==> config.mk <==
export PLATFORM = sky130hd
export DESIGN_NAME = branch_predict_bht
export DESIGN_NICKNAME = d
export VERILOG_FILES = /design/src/rtl/branch_predict_bht.sv
export SDC_FILE = /design/constraint.sdc
export NUM_CORES = 1
export LEC_CHECK = 0
export ABC_CLOCK_PERIOD_IN_PS = 12300
export CAP_MARGIN = 40
export CORE_MARGIN = 1
export CORE_UTILIZATION = 41
export CTS_BUF_LIST = sky130_fd_sc_hd__clkbuf_8
export CTS_CLUSTER_SIZE = 20
export DETAILED_ROUTE_END_ITERATION = 16
export HOLD_SLACK_MARGIN = 0.15
export PLACE_DENSITY = 0.66
export SLEW_MARGIN = 20
export SYNTH_ARGS = -nofsm -noshare
export SYNTH_HDL_FRONTEND = slang
export SYNTH_SLANG_ARGS = --single-unit
==> constraint.sdc <==
create_clock -name clk -period 12.3 [get_ports clk]
set_input_delay 2.46 -clock clk [delete_from_list [all_inputs] [get_ports clk]]
set_output_delay 2.46 -clock clk [all_outputs]
set_load 0.05 [all_outputs]
==> src/rtl/branch_predict_bht.sv <==
// ---------------------------------------------------------------------------
// branch_predict_bht
//
// Direction predictor and mispredict resolver for the 5-stage core.
// A table of 2-bit saturating counters is read in IF to predict the
// direction of a conditional branch. It is trained in EX from the branch
// comparator's actual outcome. In that same EX cycle the block detects a
// misprediction, drives the PC redirect and flushes the two younger
// instructions. It also keeps saturating statistics counters.
//
// Parameters
//   BHT_IDX_W        index width; the table has 2**BHT_IDX_W entries
//   CNT_INIT         counter value loaded at reset (01 = weakly not-taken)
//
// Ports
//   clk              core clock, all state updates on the rising edge
//   rst              asynchronous, active-high reset
//   if_pc            PC of the instruction being fetched
//   if_pred_taken    predicted direction for if_pc (combinational)
//   ex_br_valid      EX holds a conditional branch
//   ex_stall         EX is held this cycle; blocks table and stat updates
//   ex_pc            PC of the branch in EX
//   ex_br_taken      actual branch outcome from the comparator
//   ex_pred_taken    prediction made in IF, piped down with the branch
//   ex_br_target     computed branch target (ex_pc + B-immediate)
//   redirect_valid   misprediction; fetch restarts at redirect_pc
//   redirect_pc      correct next PC
//   flush_if_id      squash the instruction in IF/ID
//   flush_id_ex      squash the instruction in ID/EX
//   stat_branches    count of resolved branches (saturating)
//   stat_mispredicts count of mispredicted branches (saturating)
// ---------------------------------------------------------------------------
module branch_predict_bht #(
  parameter int         BHT_IDX_W = 6,
  parameter logic [1:0] CNT_INIT  = 2'b01
) (
  input  logic        clk,
  input  logic        rst,
  input  logic [31:0] if_pc,
  output logic        if_pred_taken,
  input  logic        ex_br_valid,
  input  logic        ex_stall,
  input  logic [31:0] ex_pc,
  input  logic        ex_br_taken,
  input  logic        ex_pred_taken,
  input  logic [31:0] ex_br_target,
  output logic        redirect_valid,
  output logic [31:0] redirect_pc,
  output logic        flush_if_id,
  output logic        flush_id_ex,
  output logic [31:0] stat_branches,
  output logic [31:0] stat_mispredicts
);

  localparam int DEPTH = 2 ** BHT_IDX_W;

  // Counter encodings: 00 strong-NT, 01 weak-NT, 10 weak-T, 11 strong-T.
  localparam logic [1:0] CNT_MAX = 2'b11;
  localparam logic [1:0] CNT_MIN = 2'b00;

  logic [1:0]           bht [DEPTH];

  logic [BHT_IDX_W-1:0] if_idx;
  logic [BHT_IDX_W-1:0] ex_idx;
  logic [1:0]           ex_cnt;
  logic [1:0]           ex_cnt_next;
  logic                 resolve;
  logic                 mispred;

  // The table is untagged and indexed by word address, so different PCs
  // may share an entry; that aliasing is accepted.
  assign if_idx = if_pc[BHT_IDX_W+1:2];
  assign ex_idx = ex_pc[BHT_IDX_W+1:2];

  // PC bits outside the index carry no information for an untagged table.
  logic unused_pc_bits;
  assign unused_pc_bits = ^{if_pc[31:BHT_IDX_W+2], if_pc[1:0],
                            ex_pc[1:0]};

  // Prediction reads the stored state only. A write to the same entry in
  // this cycle becomes visible next cycle; there is intentionally no bypass.
  assign if_pred_taken = bht[if_idx][1];

  assign resolve = ex_br_valid && !ex_stall;
  assign mispred = resolve && (ex_br_taken != ex_pred_taken);

  assign redirect_valid = mispred;
  assign flush_if_id    = mispred;
  assign flush_id_ex    = mispred;

  // Driven even when no redirect is requested. The fall-through PC wraps
  // naturally at the top of the address space.
  assign redirect_pc = ex_br_taken ? ex_br_target : (ex_pc + 32'd4);

  always_comb begin
    ex_cnt      = bht[ex_idx];
    ex_cnt_next = ex_cnt;
    if (ex_br_taken) begin
      if (ex_cnt != CNT_MAX) ex_cnt_next = ex_cnt + 2'd1;
    end else begin
      if (ex_cnt != CNT_MIN) ex_cnt_next = ex_cnt - 2'd1;
    end
  end

  // Reset reloads every entry at once so a mid-run reset discards any
  // training, including an update that would have landed on this edge.
  always_ff @(posedge clk or posedge rst) begin
    if (rst) begin
      for (int i = 0; i < DEPTH; i++) begin
        bht[i] <= CNT_INIT;
      end
    end else if (resolve) begin
      bht[ex_idx] <= ex_cnt_next;
    end
  end

  // Statistics stick at all-ones rather than wrapping.
  always_ff @(posedge clk or posedge rst) begin
    if (rst) begin
      stat_branches    <= '0;
      stat_mispredicts <= '0;
    end else if (resolve) begin
      if (stat_branches != 32'hFFFF_FFFF) begin
        stat_branches <= stat_branches + 32'd1;
      end
      if (mispred && (stat_mispredicts != 32'hFFFF_FFFF)) begin
        stat_mispredicts <= stat_mispredicts + 32'd1;
      end
    end
  end

endmodule

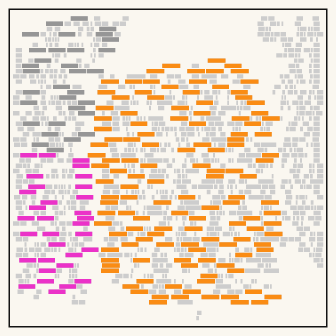
*Sequential cells grouped by signal name, run 1*
- bht: orange (placed flops 128)
- stat_branches: magenta (placed flops 32)

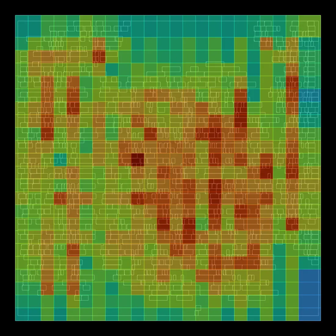
*Routing congestion, run 1*
M3 GR Usage: 5.510%
GR peak layer: met2
met1 usage: 28.72%
Routed WL per cell: 18.22 um
post-layout util: 51.23%

==> impl_metrics.tcl, run 1 <==
# metrics dict for downstream scripts
set metrics [dict create \
    cts.sinks 192 \
    synth-seq-cells 192 \
    criticalPathCategory "input port to output port" \
    design_area_um2 13010 \
    wl_um 27580 \
    p_sw_share_pct 34.32 \
    area_leaders "dfrtp_1 30%, dfstp_2 16%, mux2_2 8.1%" \
    ys_area_um2 10700 \
    drtPass1Iterations 4 \
    fin_nets 1276 \
    rsz0062_at_grt "no" \
    portBuffers 175 \
    cp-end-kind "output port" \
    drc 0 \
    status "complete, no violations" \
    enable_flop_cells 0 \
    vias 8266 \
    pwr-share-comb_pct 25.6 \
    min_period_ns 8.952 \
    synthDistinctLibCells 60 \
    placed_cell_area_um2 12650 \
    post-place-ws_ns 3.377 \
    fin_skew_ns 0.01954 \
    fp.dieW_um 163.6 \
    drt_iter0_markers 384 \
    met2_usage_pct 34.92 \
    fp_util_pct 42.13 \
    io_pins 202 \
    holdWs_ns 0.4995 \
    powerDensity_nw_per_um2 118.5 \
    most_common_cell "nor2_1" \
    hold_buffers 0 \
    p_seq_share_pct 49.0 \
    slew_headroom_pct 49.78 \
    wl_met1_um 12440 \
    die_area_um2 26750 \
    drtAntennaViolNets 0 \
    lay_top_count "clkdlybuf4s50_1" \
    routed_via_density 5.460 \
    grt_pass1_wl_um 44400 \
    yosys-top-cells-count "152 x nor2_1, 128 x dfrtp_1, 93 x nand2_1" \
    netlist_area_um2 10700 \
    dp_cells 1482 \
    layout_top_cells "171 x clkdlybuf4s50_1, 152 x nor2_1, 128 x dfrtp_1" \
    p_leak_nw 5.251 \
    post_cts_buffers 0 \
    syn_nets 1124 \
    clk_pin_slew_ns 0.11 \
    area_delta_synth_final_pct 21.59 \
    finalWorstSetupSlack_ns 3.348 \
    synth_seq_share_pct 45.64 \
    grt-ovfl-total 0 \
    finalMaxSlewViolations 0 \
    wl_met3_um 2124 \
    clock-root-buffer "clkbuf_8" \
    dp.final_hpwl_um 19090 \
    cts_buffer_depth 2 \
    cts_resized 0 \
    maxCapViolations 0 \
    synth-async-reset-ratio_pct 100.0 \
    fmax_mhz 111.7 \
    internal_power_mw 1.012 \
    setup_tns_ns 0 \
]
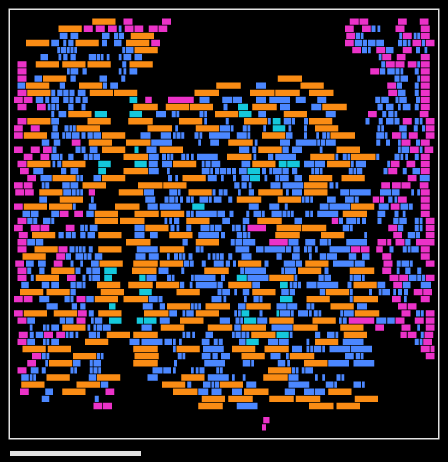
*Cells coloured by class, run 1*
Scale bar: 50 um.
- flip-flops: orange (cells 192; share of their area 39%)
- all other logic: blue (cells 773; share of their area 43%)
- clock drivers and dummy loads: cyan (cells 32; share of their area 2.9%)
- other buffers and delay cells: magenta (cells 187; share of their area 15%)

-- run 1: cell type report --
cell class | instances | area, um^2
inverters | 14 | 57.56
clock inverters | 15 | 126.4
multi-input cells | 759 | 5398
flip-flops and latches | 192 | 4885
well taps | 330 | 412.9
clock buffers | 17 | 234.0
fillers | 2328 | 12390
repair buffers | 187 | 1899
-- run 1: critical path, cell delays in order --
cell and delay [ns]:
clkdlybuf4s50_1 0.86, nand3_1 0.59, nor3_1 0.64, and2_1 0.28
and3_1 0.27, nand2_1 0.09, xor2_1 0.14, o21ai_0 0.29
clkdlybuf4s50_1 0.87
-- run 1: sequential cells by signal, summed over array words and instances (netlist names) --
name	flops
bht	128
stat_branches	32
stat_mispredicts	32
-- run 1: power groups by stage --
| stage | Combinational, mW | Clock (mW) | Sequential [mW] |
|---|---|---|---|
| finish | 0.395 | 0.390 | 0.756 |
| global route | 0.425 | 0.430 | 0.764 |
| CTS | 0.399 | 0.402 | 0.755 |
| detailed placement | 0.397 | 0 | 0.765 |
| global placement | 0.387 | 0 | 0.763 |
| floorplan | 0.221 | 0 | 0.809 |
-- run 1: cells by family after synthesis --
logic type	synth area share [%]
and+or+nand+nor	16.93
buffers and inverters	3.940
adders and majority gates	0.5612
AOI/OAI and AO/OA	8.652
muxes	17.07
DFF	45.64
xor gates and xnor gates	7.202
-- run 1: path summary, 6_finish.rpt --
kind	from	to	slack, ns	cells past startpoint
setup / recovery	ex_pc[6]	redirect_pc[24]	3.35	9
hold / removal	stat_branches[29]	stat_branches[29]	0.50	1
setup reg to reg	bht[113]	bht[116]	9.47	8
hold reg to reg	stat_branches[29]	stat_branches[29]	0.50	1
max in group asynchronous	rst	bht[77]	8.33	4
min in group asynchronous	rst	stat_branches[29]	2.37	2
## Run 2: what changed since run 1
--- a/config.mk
+++ b/config.mk
@@ -5,7 +5,7 @@
 export SDC_FILE = /design/constraint.sdc
 export NUM_CORES = 1
 export LEC_CHECK = 0
-export ABC_CLOCK_PERIOD_IN_PS = 12300
+export ABC_CLOCK_PERIOD_IN_PS = 7400
 export CAP_MARGIN = 40
 export CORE_MARGIN = 1
 export CORE_UTILIZATION = 41
@@ -13,7 +13,7 @@
 export CTS_CLUSTER_SIZE = 20
 export DETAILED_ROUTE_END_ITERATION = 16
 export HOLD_SLACK_MARGIN = 0.15
-export PLACE_DENSITY = 0.66
+export PLACE_DENSITY = 0.69
 export SLEW_MARGIN = 20
 export SYNTH_ARGS = -nofsm -noshare
 export SYNTH_HDL_FRONTEND = slang
==> constraint.sdc (replaced) <==
create_clock -name clk -period 7.4 [get_ports clk]
set_input_delay 1.48 -clock clk [delete_from_list [all_inputs] [get_ports clk]]
set_output_delay 1.48 -clock clk [all_outputs]
set_load 0.05 [all_outputs]
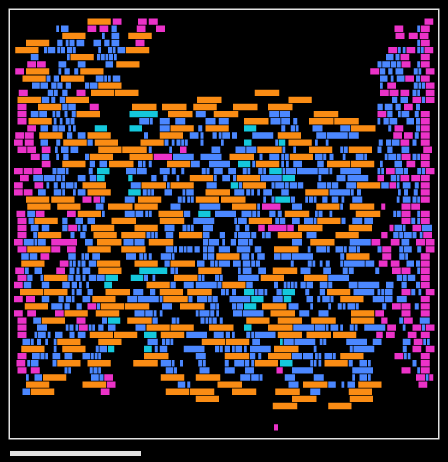
*Cells coloured by class, run 2*
Scale bar: 50 um.
- all other logic: blue (cells 773; share of their area 43%)
- clock drivers and dummy loads: cyan (cells 32; share of their area 3.2%)
- other buffers and delay cells: magenta (cells 189; share of their area 15%)
- flip-flops: orange (cells 192; share of their area 39%)

==> impl_metrics.tcl, run 2 <==
# metrics dict for downstream scripts
set metrics [dict create \
    cpMostUsedCell "clkdlybuf4s50_1" \
    seqCellArea_um2 4885 \
    area_delta_synth_final_pct 22.00 \
    vias 8264 \
    cp-end-kind "output port" \
    hold_depth 1 \
    fin_skew_ns 0.01539 \
    largest-register "bht" \
    reg2reg_to "bht[22]" \
    most_common_cell "nor2_1" \
    criticalPathCategory "input port to output port" \
    avgSynthCellArea_um2 10.50 \
    yosys-top-cells-count "152 x nor2_1, 128 x dfrtp_1, 93 x nand2_1" \
    seq_cell_count 192 \
    gp_congestion 0.8264 \
    cts_resized 0 \
    drtAntennaViolNets 0 \
    cp.arrival_ns 4.88 \
    nFillCells 2333 \
    clkCellAreaFrac_pct 3.115 \
    rows 58 \
    wl_um 27530 \
    status "complete, no violations" \
    drt_iter0_markers 409 \
    grt-ovfl-total 0 \
    rsz0062_at_grt "no" \
    yosys.area.top_type "dfrtp_1" \
    comb_area_um2 5398 \
    slew_headroom_pct 51.25 \
    crit_chain "clkdlybuf4s50_1, nand3_1, buf_4, nor3_1, and2_1, and3_1, nand4_1, xor2_1, o21ai_0, clkdlybuf4s50_1" \
    post-place-ws_ns 0.9830 \
    comb_share_pct 41.34 \
    reg2reg_from "bht[114]" \
    r2r_slack_ns 4.56 \
    enable_flop_cells 0 \
    portBuffers 175 \
    crit_buf_inv 3 \
    largest_reg_flops 128 \
    io_pins 202 \
    fmax_mhz 157.1 \
    post_cts_buffers 0 \
    clk_pin_slew_ns 0.10 \
    ys_area_um2 10700 \
    critPathTopFamily "buffers and inverters" \
    antenna_found_initial 0 \
    final_core_util_pct 51.40 \
    powerDensity_nw_per_um2 201.5 \
    synth-async-reset-ratio_pct 100.0 \
    reg2reg_depth 7 \
    hold_buffers 0 \
    drtPass1Iterations 5 \
    synth_seq_share_pct 45.64 \
    routed_via_density 5.451 \
    drc 0 \
    grt_pass1_wl_um 43970 \
    fp.dieW_um 163.6 \
    min_period_ns 6.364 \
    path_max_fanout 14 \
    finalMaxSlewViolations 0 \
    netlist_area_um2 10700 \
    largestClassByArea "multi-input combinational cells" \
    layout_top_cells "171 x clkdlybuf4s50_1, 152 x nor2_1, 128 x dfrtp_1" \
    num-nonclk-inverters 14 \
    clkbuf_count 17 \
    logic_gates 759 \
    cp-start-kind "input port" \
    slowest_delay_ns 0.82 \
    lay_top_count "clkdlybuf4s50_1" \
    min_from "stat_branches[22]" \
    buffers_excl_clock 189 \
    p_leak_nw 5.277 \
    die_area_um2 26750 \
    synthDistinctLibCells 60 \
    wl_per_cell_um 18.16 \
    biggestRegsByFlops "bht x128, stat_branches x32, stat_mispredicts x32" \
    fin_nets 1278 \
    nonClkBufAreaFrac_pct 14.51 \
    grt_max_degree 126 \
    cts.sinks 192 \
    whs_endpoint "stat_branches[22]" \
    finalWorstSetupSlack_ns 1.036 \
    fp_util_pct 42.13 \
    holdWs_ns 0.4966 \
    clock-root-buffer "clkbuf_8" \
    area_leaders "dfrtp_1 30%, dfstp_2 16%, mux2_2 8.1%" \
    setup_tns_ns 0 \
    cp_slowest_cell "clkdlybuf4s50_1" \
    taps 330 \
    syn_nets 1124 \
    cts_buffer_depth 2 \
    finalCritPeriodShare_pct 86.00 \
    maxCapViolations 0 \
    seq_area_share_pct 37.41 \
    synth-seq-cells 192 \
    dp.final_hpwl_um 19230 \
]
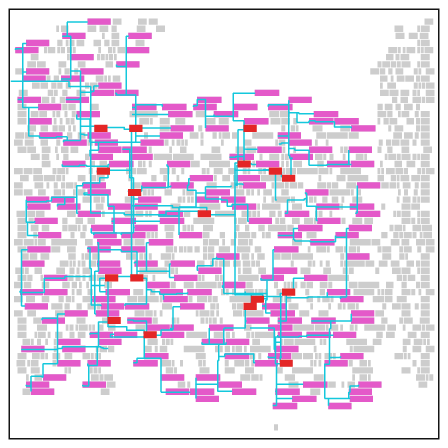
*Clock network drawn from the DEF, run 2*
- flip-flops: magenta (count 192)
- clock wires: cyan (length 2,300 um)
- cells driving clock nets: red (count 17)
- flops lie: widely spread
- routed clock nets: 18

-- run 2: cell counts after synthesis --
Identical to the previous run, type by type.
-- run 2: metal layers --
metal,share of wire (%),wire length (um),track usage [%],up-vias
li1,-,-,-,3926
met1,44,12050,27.90,4013
met2,47,12860,34.71,293
met3,8.0,2193,4.774,32
met4,1.6,430,6.019,0
met5,0,0,0,-
-- run 2: power by group --
part / switching, mW / leakage (nW) / internal [mW]
Sequential: 0.0890 / 2.37 / 1.17
Combinational: 0.386 / 2.70 / 0.271
Clock: 0.406 / 0.204 / 0.311
-- run 2: through the flow --
stage / power [mW] / std cells / area, um^2
floorplan: 1.712 / 1019 / 10700
global placement: 1.911 / 1480 / 12560
detailed placement: 1.929 / 1483 / 12620
CTS: 2.649 / 1515 / 13030
global route: 2.749 / 1516 / 13060
finish: 2.631 / 1516 / 13060
-- run 2: cell families (layout without fill, tap and decap cells) --
group	count (synthesis)	in the layout	synth area share (%)
flip-flops	192	192	45.64
AND/OR/NAND/NOR	391	391	16.93
AND-OR/OR-AND	146	146	8.652
buffers and inverters	68	235	3.940
multiplexers	129	129	17.07
XOR/XNOR	88	88	7.202
adder cells (fa/ha/maj)	5	5	0.5612
-- run 2: worst max-delay path by stage --
stage / startpoint / to / cells after the start
floorplan: rst / bht[101] / 1
global placement: ex_pc[5] / redirect_pc[30] / 10
detailed placement: ex_pc[5] / redirect_pc[30] / 10
CTS: ex_pc[5] / redirect_pc[30] / 10
global route: ex_pc[6] / redirect_pc[27] / 10
finish: ex_pc[5] / redirect_pc[30] / 10
-- run 2: worst reg2reg max path, stage by stage (launching register included) --
cell and delay (ns):
dfstp_2 0.38, mux4_2 0.48, a22oi_1 0.23, a22oi_1 0.15, a2111oi_2 0.44, maj3_2 0.64, buf_12 0.26, mux2_2 0.19
## Run 3: what changed since run 2
--- a/config.mk
+++ b/config.mk
@@ -13,6 +13,7 @@
 export CTS_CLUSTER_SIZE = 20
 export DETAILED_ROUTE_END_ITERATION = 16
 export HOLD_SLACK_MARGIN = 0.15
+export MAX_ROUTING_LAYER = met4
 export PLACE_DENSITY = 0.69
 export SLEW_MARGIN = 20
 export SYNTH_ARGS = -nofsm -noshare
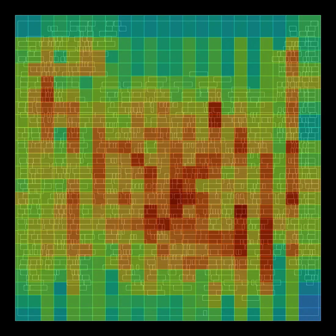
*Routing congestion, run 3*
total track usage: 21.77%
post-layout util: 51.40%
M3 GR Usage: 4.342%

==> impl_metrics.tcl, run 3 <==
# metrics dict for downstream scripts
set metrics [dict create \
    p_leak_nw 5.277 \
    die_h_um 163.6 \
    ys_sh_mux_pct 17.07 \
    maxCapViolations 0 \
    synth-async-reset-ratio_pct 100.0 \
    cp.arrival_ns 4.89 \
    synthCells 1019 \
    most_common_cell "nor2_1" \
    cp-startpoint "ex_pc[5]" \
    layout_top_cells "171 x clkdlybuf4s50_1, 152 x nor2_1, 128 x dfrtp_1" \
    wl_per_cell_um 18.19 \
    synth.logic.top_family "multiplexers" \
    grt_pass1_vias 8133 \
    htreeDepth 4 \
    power_frac_clock_pct 27.3 \
    avgSynthCellArea_um2 10.50 \
    cp_slowest_cell "clkdlybuf4s50_1" \
    critPathRequiredTime_ns 5.92 \
    fp_util_pct 42.13 \
    min_period_ns 6.373 \
    clk_pin_slew_ns 0.10 \
    drive_gt1_share_pct 21.50 \
    vias 8250 \
    biggestRegsByFlops "bht x128, stat_branches x32, stat_mispredicts x32" \
    route.met2.wl_um 12860 \
    netlist_area_um2 10700 \
    synth_seq_share_pct 45.64 \
    core_um2 25400 \
    slew_headroom_pct 51.53 \
    fp.dieW_um 163.6 \
    r2r_slack_ns 4.55 \
    grt-ovfl-total 0 \
    wl_met3_um 2150 \
    crit_chain "clkdlybuf4s50_1, nand3_1, buf_4, nor3_1, and2_1, and3_1, nand4_1, xor2_1, o21ai_0, clkdlybuf4s50_1" \
    path_max_fanout 14 \
    enable_flop_cells 0 \
    setup_tns_ns 0 \
    cp-start-kind "input port" \
    routed_via_density 5.442 \
    ys.flop_type "dfrtp_1" \
    cts.sinks 192 \
    finalCritPeriodShare_pct 86.12 \
    cpMostUsedCell "clkdlybuf4s50_1" \
    fa_ha_area_share_pct 0.5612 \
    synth_stat.cells 1019 \
    top_area_share_pct 29.93 \
    ys_area_um2 10700 \
    status "complete, no violations" \
    cts_tree "built" \
    hold_class "flip-flop to flip-flop" \
    finalMaxSlewViolations 0 \
    antenna_found_initial 0 \
    criticalPathCategory "input port to output port" \
    drc 0 \
    area_delta_synth_final_pct 22.00 \
    top_layer "met4" \
    ir_drop_mv 0.2423 \
    pg_clk_mw 0.718 \
    tightest_slew_ns 0.7256 \
    largest_reg_flops 128 \
    aoi_share_pct 8.652 \
    lay_top_count "clkdlybuf4s50_1" \
    dp.final_hpwl_um 19230 \
    rsz0062_at_grt "no" \
    reg2reg_to "bht[22]" \
    pwr-share-comb_pct 25.0 \
    powerDensity_nw_per_um2 201.6 \
    syn_nets 1124 \
    drt_iter0_markers 440 \
    clk_latency_ns 0.47 \
    post_cts_buffers 0 \
    io_pins 202 \
    fmax_mhz 156.9 \
    diodes 0 \
    setup_viol 0 \
    synthDistinctLibCells 60 \
    area_leaders "dfrtp_1 30%, dfstp_2 16%, mux2_2 8.1%" \
    drtPass1Iterations 5 \
    p_seq_share_pct 47.7 \
    yosys-top-cells-count "152 x nor2_1, 128 x dfrtp_1, 93 x nand2_1" \
    p_sw_share_pct 33.53 \
    fin_nets 1278 \
    largest-register "bht" \
    reg2reg_from "bht[114]" \
    hold_violations 0 \
    grt_max_degree 126 \
    cts_resized 0 \
    grt_pass1_wl_um 43910 \
    rows 58 \
    reg2reg_depth 7 \
    warnings 54 \
    pg_comb_mw 0.657 \
    cts_buffers 17 \
    p_sw_mw 0.8828 \
    wl_met1_um 12140 \
    synth-seq-cells 192 \
    simple_gate_area_share_pct 16.93 \
    yosys.area.top_type "dfrtp_1" \
    cts_buffer_depth 2 \
    yosys_warnings 0 \
    cp-endpoint "redirect_pc[30]" \
    portBuffers 175 \
    gp_congestion 0.8432 \
    top_power_group "registers" \
    slowest_delay_ns 0.82 \
    wl_um 27580 \
    internal_power_mw 1.750 \
    drtAntennaViolNets 0 \
    pg_seq_mw 1.26 \
    fin_skew_ns 0.01972 \
    hold_buffers 0 \
    clock-root-buffer "clkbuf_8" \
    die_area_um2 26750 \
    synth-xor-area-share_pct 7.202 \
    cp-end-kind "output port" \
]
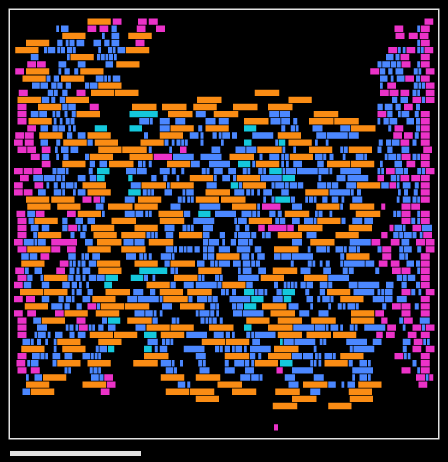
*Cells coloured by class, run 3*
Scale bar: 50 um.
- other buffers and delay cells: magenta (cells 189; share of their area 15%)
- all other logic: blue (cells 773; share of their area 43%)
- clock drivers and dummy loads: cyan (cells 32; share of their area 3.2%)
- flip-flops: orange (cells 192; share of their area 39%)

==> run 3: cell counts in the layout (fill, tap and decap cells not counted) <==
Identical to the previous run, type by type.
==> run 3: worst max-delay path: cells and delay by family <==
| family | cells | cell delay [ns] |
|---|---|---|
| buffers and inverters | 3 | 1.81 |
| and+or+nand+nor | 5 | 1.29 |
| xor gates and xnor gates | 1 | 0.17 |
| AOI/OAI and AO/OA | 1 | 0.14 |
==> run 3: cell type report <==
cell class                 count  area [um^2]
clock buffer                  17        234.0
clock inverter                15        172.7
fill                        2333        12340
inverter                      14        60.06
multi-input combinational    759         5398
sequential                   192         4885
tap                          330        412.9
timing repair buffer         189         1894
==> run 3: per-layer routing <==
layer / vias to the layer above / track usage, %
met4: 0 / 6.019
li1: 3931 / -
met1: 3987 / 28.11
met5: - / -
met3: 32 / 4.342
met2: 300 / 34.77
==> run 3: worst min path at each step <==
stage                     slack, ns  cells past startpoint              endpoint                  from
after detailed placement       0.48                      1     stat_branches[22]     stat_branches[22]
after CTS                      0.50                      1     stat_branches[22]     stat_branches[22]
after global placement         0.48                      2               bht[91]               bht[91]
after global routing           0.53                      1  stat_mispredicts[29]  stat_mispredicts[29]
final                          0.50                      1     stat_branches[22]     stat_branches[22]
after floorplan                0.46                      2               bht[89]               bht[89]
==> run 3: metrics by stage <==
step / hold WS, ns / power, mW / cells / area [um^2] / worst slack [ns]
floorplan: 0.4632 / 1.712 / 1019 / 10700 / 0.7987
global placement: 0.4773 / 1.911 / 1480 / 12560 / 1.018
detailed placement: 0.4824 / 1.929 / 1483 / 12620 / 0.9830
CTS: 0.5003 / 2.649 / 1515 / 13030 / 0.9871
global route: 0.5270 / 2.749 / 1516 / 13060 / 0.8179
finish: 0.4966 / 2.633 / 1516 / 13060 / 1.027
Power is estimated from default activity; no workload was simulated.
